## src/rtl/fs_accel_pkg.sv

```systemverilog
// fs_accel_pkg: shared pooling command encoding and window-controller states.
package fs_accel_pkg;
  localparam logic [1:0] POOL_OP_IGNORE = 2'd0;
  localparam logic [1:0] POOL_OP_LOAD = 2'd1;
  localparam logic [1:0] POOL_OP_ACC = 2'd2;
  typedef enum logic [1:0] {ST_IDLE, ST_RUN, ST_DRAIN, ST_DONE} pool_state_e;
endpackage

```

## src/rtl/fs_accel_pool_win_cnt.sv

```systemverilog
// fs_accel_pool_win_cnt: raster position counters (col/row/ch) with in-window offsets,
// window indices and the wrap/trim flags the controller needs, all without a divider.
module fs_accel_pool_win_cnt
  import fs_accel_pkg::*;
#(
  parameter int DIM_W = 16,
  parameter int CH_W = 12
) (
  input  logic             clk_i,
  input  logic             rst_ni,
  input  logic             clr_i,
  input  logic             adv_i,
  input  logic [2:0]       k_i,
  input  logic [DIM_W-1:0] w_i,
  input  logic [DIM_W-1:0] h_i,
  input  logic [DIM_W-1:0] pw_i,
  input  logic [DIM_W-1:0] ph_i,
  input  logic [CH_W-1:0]  c_i,
  output logic [DIM_W-1:0] gx_o,
  output logic             first_o,
  output logic             emit_o,
  output logic             trim_o,
  output logic             row_step_o,
  output logic             plane_step_o,
  output logic             last_o
);
  logic [DIM_W-1:0] col_q, row_q, gx_q, gy_q;
  logic [CH_W-1:0] ch_q;
  logic [2:0] kx_q, ky_q;
  logic col_last, row_last, ch_last, kx_last, ky_last;
  assign col_last = col_q == w_i - 1'b1;
  assign row_last = row_q == h_i - 1'b1;
  assign ch_last = ch_q == c_i - 1'b1;
  assign kx_last = kx_q == k_i - 3'd1;
  assign ky_last = ky_q == k_i - 3'd1;
  always_ff @(posedge clk_i or negedge rst_ni) begin
    if (!rst_ni) begin
      col_q <= '0;
      row_q <= '0;
      gx_q <= '0;
      gy_q <= '0;
      kx_q <= '0;
      ky_q <= '0;
      ch_q <= '0;
    end else if (clr_i) begin
      col_q <= '0;
      row_q <= '0;
      gx_q <= '0;
      gy_q <= '0;
      kx_q <= '0;
      ky_q <= '0;
      ch_q <= '0;
    end else if (adv_i) begin
      col_q <= col_last ? '0 : col_q + 1'b1;
      kx_q <= (col_last || kx_last) ? '0 : kx_q + 3'd1;
      gx_q <= col_last ? '0 : kx_last ? gx_q + 1'b1 : gx_q;
      if (col_last) begin
        row_q <= row_last ? '0 : row_q + 1'b1;
        ky_q <= (row_last || ky_last) ? '0 : ky_q + 3'd1;
        gy_q <= row_last ? '0 : ky_last ? gy_q + 1'b1 : gy_q;
        if (row_last) ch_q <= ch_last ? '0 : ch_q + 1'b1;
      end
    end
  end
  // Trimming compares window indices against the pooled size, so no PW*K product is needed.
  assign gx_o = gx_q;
  assign first_o = kx_q == 3'd0 && ky_q == 3'd0;
  assign emit_o = kx_last && ky_last;
  assign trim_o = gx_q >= pw_i || gy_q >= ph_i;
  assign row_step_o = col_last && ky_last;
  assign plane_step_o = col_last && row_last;
  assign last_o = col_last && row_last && ch_last;
endmodule

```

## src/rtl/fs_accel_pool_win_ctrl.sv

```systemverilog
// fs_accel_pool_win_ctrl: KxK/stride-K pooling sequencer issuing one registered command per element.
// Optional average mode is enabled with POOL_AVG_EN.
module fs_accel_pool_win_ctrl
  import fs_accel_pkg::*;
#(
  parameter int ADDR_W = 32,
  parameter int DIM_W = 16,
  parameter int CH_W = 12,
  parameter int MAX_K = 4,
  parameter int MAX_PW = 16,
  localparam int SEL_W = $clog2(MAX_PW)
) (
  input  logic              clk_i,
  input  logic              resetn_i,
  input  logic              enb_i,
  input  logic              start_i,
  input  logic [DIM_W-1:0]  cfg_w_i,
  input  logic [DIM_W-1:0]  cfg_h_i,
  input  logic [CH_W-1:0]   cfg_ch_i,
  input  logic [2:0]        cfg_k_i,
  input  logic              cfg_avg_i,
  input  logic [ADDR_W-1:0] cfg_o_base_i,
  input  logic [ADDR_W-1:0] cfg_o_ch_stride_i,
  input  logic              in_valid_i,
  output logic              in_rdy_o,
  output logic              cmd_valid_o,
  input  logic              cmd_rdy_i,
  output logic [1:0]        cmd_op_o,
  output logic [SEL_W-1:0]  cmd_sel_o,
  output logic              cmd_emit_o,
  output logic              cmd_avg_o,
  output logic [5:0]        cmd_div_o,
  output logic [ADDR_W-1:0] cmd_o_addr_o,
  output logic              busy_o,
  output logic              done_o,
  output logic              err_o
);
  pool_state_e state_q;
  logic [DIM_W-1:0] w_q, h_q, pw_q, ph_q, pw_c, ph_c, gx;
  logic [CH_W-1:0] c_q;
  logic [2:0] k_q;
  logic [ADDR_W-1:0] stride_q, plane_base_q, row_base_q, cmd_o_addr_q;
  logic [1:0] cmd_op_q;
  logic [SEL_W-1:0] cmd_sel_q;
  logic [5:0] cmd_div_q, cmd_div_c;
  logic cmd_valid_q, cmd_emit_q, cmd_avg_q, cmd_avg_c, done_q, err_q;
  logic k_ok, legal_c, empty_c, start_ok, accept;
  logic first, emit, trim, row_step, plane_step, last;
  assign k_ok = cfg_k_i != 3'd0 && int'(cfg_k_i) <= MAX_K;
  assign pw_c = k_ok ? cfg_w_i / DIM_W'(cfg_k_i) : '0;
  assign ph_c = k_ok ? cfg_h_i / DIM_W'(cfg_k_i) : '0;
  assign legal_c = k_ok && int'(pw_c) <= MAX_PW;
  assign empty_c = cfg_w_i == '0 || cfg_h_i == '0 || cfg_ch_i == '0;
  assign start_ok = enb_i && start_i && state_q == ST_IDLE && legal_c;
  assign in_rdy_o = state_q == ST_RUN && enb_i && (!cmd_valid_q || cmd_rdy_i);
  assign accept = in_valid_i && in_rdy_o;
  fs_accel_pool_win_cnt #(.DIM_W(DIM_W), .CH_W(CH_W)) u_cnt (
    .clk_i(clk_i),
    .rst_ni(resetn_i),
    .clr_i(start_ok),
    .adv_i(accept),
    .k_i(k_q),
    .w_i(w_q),
    .h_i(h_q),
    .pw_i(pw_q),
    .ph_i(ph_q),
    .c_i(c_q),
    .gx_o(gx),
    .first_o(first),
    .emit_o(emit),
    .trim_o(trim),
    .row_step_o(row_step),
    .plane_step_o(plane_step),
    .last_o(last)
  );
`ifdef POOL_AVG_EN
  logic avg_q;
  always_ff @(posedge clk_i or negedge resetn_i) begin
    if (!resetn_i) avg_q <= 1'b0;
    else if (start_ok) avg_q <= cfg_avg_i;
  end
  assign cmd_avg_c = avg_q;
  assign cmd_div_c = 6'(k_q) * 6'(k_q);
`else
  logic unused_avg;
  assign unused_avg = cfg_avg_i;
  assign cmd_avg_c = 1'b0;
  assign cmd_div_c = '0;
`endif
  always_ff @(posedge clk_i or negedge resetn_i) begin
    if (!resetn_i) begin
      state_q <= ST_IDLE;
      w_q <= '0;
      h_q <= '0;
      pw_q <= '0;
      ph_q <= '0;
      c_q <= '0;
      k_q <= '0;
      stride_q <= '0;
      plane_base_q <= '0;
      row_base_q <= '0;
      cmd_valid_q <= 1'b0;
      cmd_op_q <= POOL_OP_IGNORE;
      cmd_sel_q <= '0;
      cmd_emit_q <= 1'b0;
      cmd_avg_q <= 1'b0;
      cmd_div_q <= '0;
      cmd_o_addr_q <= '0;
      done_q <= 1'b0;
      err_q <= 1'b0;
    end else if (enb_i) begin
      done_q <= 1'b0;
      err_q <= 1'b0;
      case (state_q)
        ST_IDLE: if (start_i) begin
          err_q <= !legal_c;
          if (legal_c) begin
            w_q <= cfg_w_i;
            h_q <= cfg_h_i;
            pw_q <= pw_c;
            ph_q <= ph_c;
            c_q <= cfg_ch_i;
            k_q <= cfg_k_i;
            stride_q <= cfg_o_ch_stride_i;
            plane_base_q <= cfg_o_base_i;
            row_base_q <= '0;
            state_q <= empty_c ? ST_DONE : ST_RUN;
            done_q <= empty_c;
          end
        end
        ST_RUN: if (accept && last) state_q <= ST_DRAIN;
        ST_DRAIN: if (!cmd_valid_q || cmd_rdy_i) begin
          state_q <= ST_DONE;
          done_q <= 1'b1;
        end
        default: state_q <= ST_IDLE;
      endcase
      if (accept) begin
        cmd_valid_q <= 1'b1;
        cmd_op_q <= trim ? POOL_OP_IGNORE : first ? POOL_OP_LOAD : POOL_OP_ACC;
        cmd_sel_q <= trim ? '0 : gx[SEL_W-1:0];
        cmd_emit_q <= !trim && emit;
        cmd_o_addr_q <= (!trim && emit) ? plane_base_q + row_base_q + ADDR_W'(gx) : '0;
        cmd_avg_q <= cmd_avg_c;
        cmd_div_q <= cmd_div_c;
        // Address bases advance with the element just consumed, ready for the next one.
        plane_base_q <= plane_step ? plane_base_q + stride_q : plane_base_q;
        row_base_q <= plane_step ? '0 : row_step ? row_base_q + ADDR_W'(pw_q) : row_base_q;
      end else if (cmd_rdy_i) begin
        cmd_valid_q <= 1'b0;
      end
    end
  end
  assign cmd_valid_o = cmd_valid_q;
  assign cmd_op_o = cmd_op_q;
  assign cmd_sel_o = cmd_sel_q;
  assign cmd_emit_o = cmd_emit_q;
  assign cmd_avg_o = cmd_avg_q;
  assign cmd_div_o = cmd_div_q;
  assign cmd_o_addr_o = cmd_o_addr_q;
  assign busy_o = state_q != ST_IDLE;
  assign done_o = done_q;
  assign err_o = err_q;
endmodule
```

## config.mk

```make
export PLATFORM = sky130hd
export DESIGN_NAME = fs_accel_pool_win_ctrl
export DESIGN_NICKNAME = d
export VERILOG_FILES = /design/src/rtl/fs_accel_pkg.sv /design/src/rtl/fs_accel_pool_win_cnt.sv /design/src/rtl/fs_accel_pool_win_ctrl.sv
export SDC_FILE = /design/constraint.sdc
export NUM_CORES = 1
export LEC_CHECK = 0
export ABC_AREA = 1
export CORE_MARGIN = 2
export CORE_UTILIZATION = 45
export DETAILED_ROUTE_END_ITERATION = 10
export PLACE_DENSITY = 0.65
export SLEW_MARGIN = 20
export SYNTH_ARGS = -nofsm -noshare
export SYNTH_HDL_FRONTEND = slang
export SYNTH_SLANG_ARGS = --single-unit
```

## constraint.sdc

```tcl
create_clock -name clk_i -period 5.4 [get_ports clk_i]
set_clock_uncertainty 0.1 [all_clocks]
set_input_delay 1.35 -clock clk_i [delete_from_list [all_inputs] [get_ports clk_i]]
set_output_delay 1.35 -clock clk_i [all_outputs]
set_load 0.03 [all_outputs]
```

Figure 1. Port wiring (run 1).
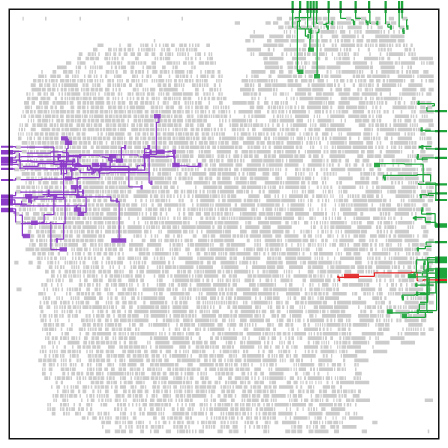
Key: red = cmd_valid_o [bits 1, direction output, edge right, end cells 1, wire 69.5 µm]; purple = cfg_w_i [bits 16, direction input, edge left, end cells 44, wire 1350 µm]; green = cfg_o_base_i [bits 32, direction input, edge 19 right, 13 top, end cells 32, wire 815 µm]

Figure 2. Cell classes on the final placement (run 1).
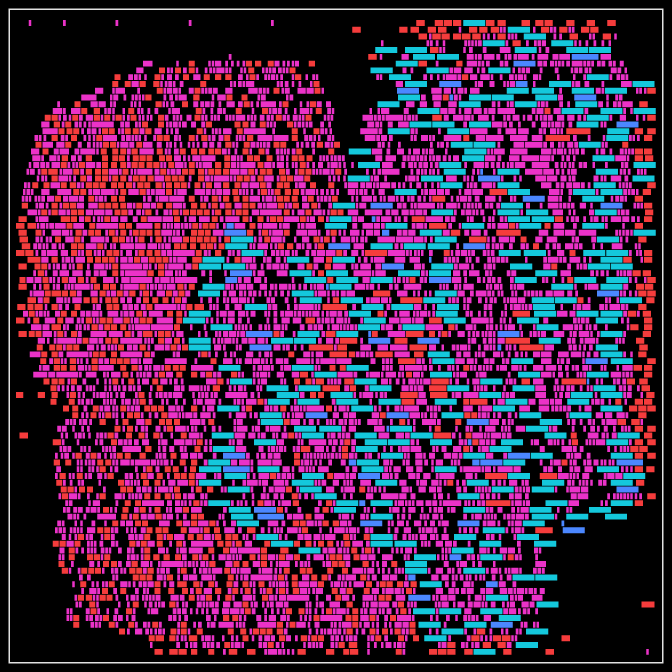
Key: magenta = combinational and other logic [cells 4097, share of their area 57%]; blue = clock drivers and dummy loads [cells 61, share of their area 2.8%]; red = remaining buffers and delay cells [cells 1085, share of their area 22%]; cyan = sequential cells [cells 301, share of their area 18%]

Figure 3. Clock network drawn from the DEF (run 1).
The bar under the picture is 100 µm long.
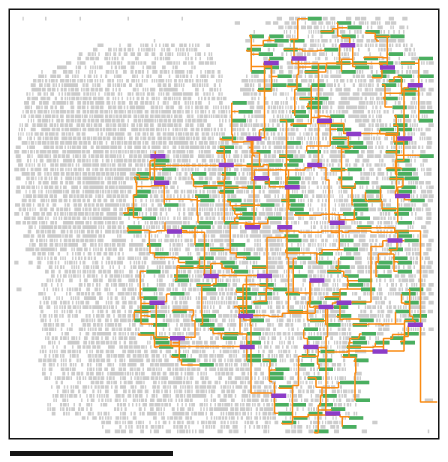
Key: green = flip-flops [count 301]; purple = clock drivers [count 35]; orange = clock wires [length 4510 µm]
There are 36 routed clock nets.

Figure 4. Clock routing (run 1).
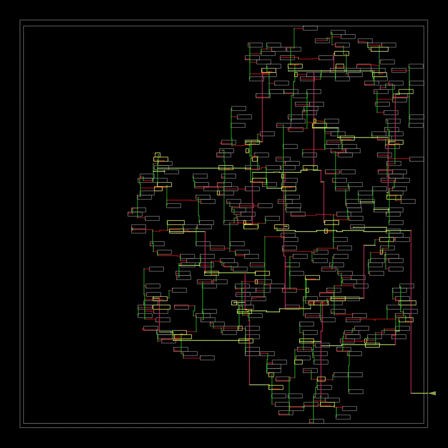
TritonCTS Buffers: 35
clkbuf count: 46

[run 1: what timing repair did]
action,CTS,global route
endpoints found under the hold margin,0,0
endpoints found under the setup margin,261,263
pin swaps,134,198
setup buffers,171,72
gates cloned,14,7
resized,131,233
[run 1: worst max-delay path by stage]
stage          slack [ns]  cells past startpoint                to
2_1_floorplan      -15.21                    172  plane_base_q[10]
3_3_place_gp       -14.56                    154           ph_q[0]
3_5_place_dp       -15.15                    151           ph_q[0]
4_1_cts            -13.26                    171     u_cnt.gy_q[9]
5_1_grt            -14.92                    163   u_cnt.row_q[15]
6_report           -13.70                    157   u_cnt.row_q[15]
[run 1: registers in the layout, indices dropped and copies added, names as in the netlist, 3 cells and up]
| name | count |
|---|---|
| cmd_sel_o | 4 |
| w_q | 16 |
| u_cnt.gy_q | 16 |
| u_cnt.col_q | 16 |
| h_q | 16 |
| plane_base_q | 32 |
| stride_q | 32 |
| u_cnt.row_q | 16 |
| k_q | 3 |
| pw_q | 16 |
| c_q | 12 |
| u_cnt.ch_q | 12 |
| ph_q | 16 |
| row_base_q | 32 |
| u_cnt.gx_o | 16 |
| u_cnt.kx_q | 3 |
| u_cnt.ky_q | 3 |
| cmd_o_addr_o | 32 |
[run 1: critical path, delay by kind of cell]
family / cells / cell delay [ns]
adders and majority gates: 14 / 3.78
xor gates and xnor gates: 1 / 0.15
and+or+nand+nor: 78 / 7.72
AOI/OAI and AO/OA: 19 / 2.01
buffers and inverters: 45 / 4.43
==> metrics.csv, run 1 <==
stage,metric,value,unit
sta,"Slew Viols, Final",1,
global_routing,GRT met3 Usage,2.53,%
routing,Met2 Wirelength,45900,µm
layout,Non-Filler Instances,6408,
yosys,Ys Warns,0,
yosys,Main area contributors,"dfrtp_1 25%, nand2_1 16%, ha_1 9.7%",
sta,Setup WS post-layout,-13.70,ns
setup_path,Worst setup EP type,flop,
floorplanning,Top Ports,169,
setup_path,worst path arrival time,19.47,ns
setup_path,R2R depth,39,
layout,Final Instance Area,0.0426,mm²
setup_path,Crit Path Max Fanout,7,
sta,post-layout period usage,354,%
sta,Setup TNS Final,-3540.60,ns
global_routing,grt ovf,0,
clocking,Max clock buf depth,3,
routing,final wirelength,94200,µm
status,outcome,"finished, violations left",
layout,Non-clk bufs,1085,
flow_run,MaxCap Viol Count,1,
yosys,cells after synthesis,4498,
yosys,AO/OA Area Share,10.8,%
yosys,Max-area cell share,25.1,%
setup_path,critical path class,in2reg,
status,failing checks,"max-capacitance violations, max-slew violations, negative setup slack",
sta,"Setup violations, final",261,
layout,area growth from synthesis to layout,42.0,%
sta,hold_ws,0.380,ns
layout,highest-count cells in the layout ignoring fill and taps,"1185 x nand2_1, 873 x buf_4, 557 x inv_1, 348 x nor2_1, 301 x dfrtp_1",
yosys,Commonest flop,dfrtp_1,
min_path,WHS Path Cells,2,
sta,crit path time final,19.10,ns
==> run 2, diff against run 1 <==
--- a/config.mk
+++ b/config.mk
@@ -9,7 +9,10 @@
 export CORE_MARGIN = 2
 export CORE_UTILIZATION = 45
 export DETAILED_ROUTE_END_ITERATION = 10
+export GPL_TIMING_DRIVEN = 0
 export PLACE_DENSITY = 0.65
+export RECOVER_POWER = 25
+export SETUP_SLACK_MARGIN = 0.5
 export SLEW_MARGIN = 20
 export SYNTH_ARGS = -nofsm -noshare
 export SYNTH_HDL_FRONTEND = slang
Figure 5. Port wiring (run 2).
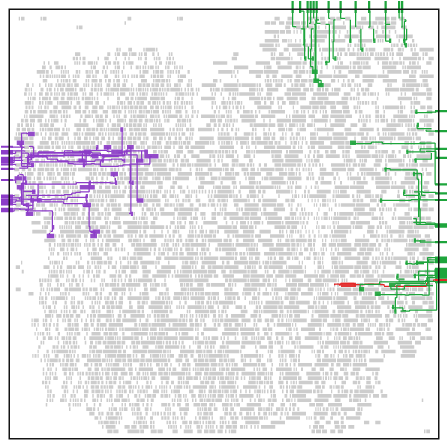
Key: purple = cfg_w_i [bits 16, direction input, edge left, end cells 44, wire 1110 µm]; red = cmd_valid_o [bits 1, direction output, edge right, end cells 1, wire 68.6 µm]; green = cfg_o_base_i [bits 32, direction input, edge 19 right, 13 top, end cells 32, wire 1150 µm]

==> run 2 against run 1 <==
  * The flow still finishes with violations (max-capacitance violations, max-slew violations, negative setup slack)
  * Wire length up 2.3%
  * Count of clock-buffer cells in the layout up 1
  * Fmax down 2.3%
  * First-iteration DRC count up 12%
  * Final cell count down 7.6%
  * Highest routed layer is now met4
==> metrics.csv, run 2 <==
stage,metric,value,unit
yosys,cell with the most instances after synthesis,nand2_1,
yosys,Ys Warns,0,
sta,unrepaired setup endpoints after global routing,yes,
sta,post-layout period usage,362,%
layout,Final Instance Area,0.0400,mm²
layout,highest-count cells in the layout ignoring fill and taps,"1101 x nand2_1, 551 x inv_1, 339 x nor2_1, 301 x dfrtp_1, 277 x buf_4",
floorplanning,Top Ports,169,
clocking,Max clock buf depth,3,
flow_run,MaxCap Viol Count,1,
setup_path,"delay-heaviest family, CP",simple AND/OR/NAND/NOR gates,
sta,hold_ws,0.376,ns
layout,area growth from synthesis to layout,33.2,%
routing,final wirelength,96300,µm
setup_path,CP endpoint,ph_q[0],
setup_path,Worst setup EP type,flop,
sta,"Slew Viols, Final",75,
setup_path,R2R depth,37,
clocking,TritonCTS Buffers,36,
sta,crit path time final,19.55,ns
global_routing,grt ovf,0,
status,failing checks,"max-capacitance violations, max-slew violations, negative setup slack",
routing,Final ANT Viol Nets,0,
yosys,Max-area cell share,25.1,%
layout,Non-Filler Instances,5921,
yosys,Synth async-reset ratio,100,%
yosys,cells after synthesis,4498,
yosys,Main area contributors,"dfrtp_1 25%, nand2_1 16%, ha_1 9.7%",
routing,Met2 Wirelength,47000,µm
global_routing,GRT met3 Usage,3.33,%
setup_path,Worst path depth,155,
setup_path,Crit Path Max Fanout,6,
setup_path,critical path class,in2reg,
yosys,Commonest flop,dfrtp_1,
status,outcome,"finished, violations left",
setup_path,CP Buf/Inv Count,31,
setup_path,worst path arrival time,19.90,ns
sta,Setup WS post-layout,-14.15,ns
yosys,synth cell count leaders,"1286 x nand2_1, 608 x inv_1, 379 x nor2_1",
sta,"Setup violations, final",261,
Figure 6. Clock routing (run 2).
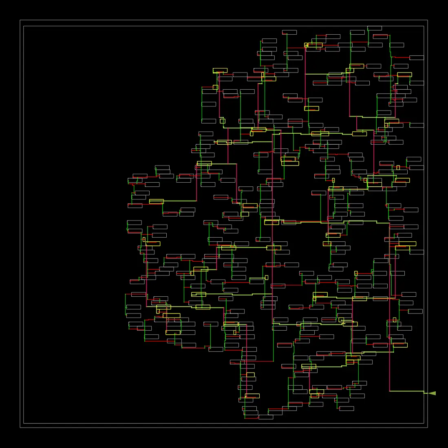
clkbuf count: 47
clk_lat worst skew: 0.57 ns
registers: 301
clock sinks: 301

-- run 2: cell counts after synthesis --
Identical to the previous run, type by type.
-- run 2: logic make-up (layout without fill, tap and decap cells) --
kind of cell | after synthesis | count (layout) | synth area share, %
compound gates | 580 | 580 | 10.8
flops | 301 | 301 | 25.1
fa+ha+maj | 252 | 252 | 11.0
simple gates | 2389 | 2390 | 36.1
mux | 7 | 7 | 0.238
xor+xnor | 215 | 215 | 6.27
buf+inv | 753 | 1305 | 10.5
other cells | 1 | 7 | 0.0125
-- run 2: timing repair --
item,4_1_cts,5_1_grt
gates resized,185,434
pin swaps,121,191
setup endpoints to repair,273,291
setup buffers,208,78
cloned,11,25
-- run 2: how the worst min path moves through the flow --
stage / start / to / slack, ns / cells past startpoint
after CTS: cmd_o_addr_o[27] / cmd_o_addr_o[27] / 0.38 / 2
after global routing: cmd_sel_o[3] / cmd_sel_o[3] / 0.41 / 2
after detailed placement: cmd_o_addr_o[17] / cmd_o_addr_o[17] / 0.37 / 2
after global placement: stride_q[7] / stride_q[7] / 0.37 / 2
final: cmd_o_addr_o[27] / cmd_o_addr_o[27] / 0.38 / 2
after floorplan: stride_q[0] / stride_q[0] / 0.35 / 2
-- run 2: layout make-up --
type	instances	area share [%]
Sequential cell	301	18.8
Inverter	638	6.22
Multi-Input combinational cell	3451	54.2
Tap cell	864	2.70
Timing Repair Buffer	485	11.9
Clock buffer	47	2.56
Buffer	115	3.09
Clock inverter	18	0.504
Timing Repair inverter	2	0.0532
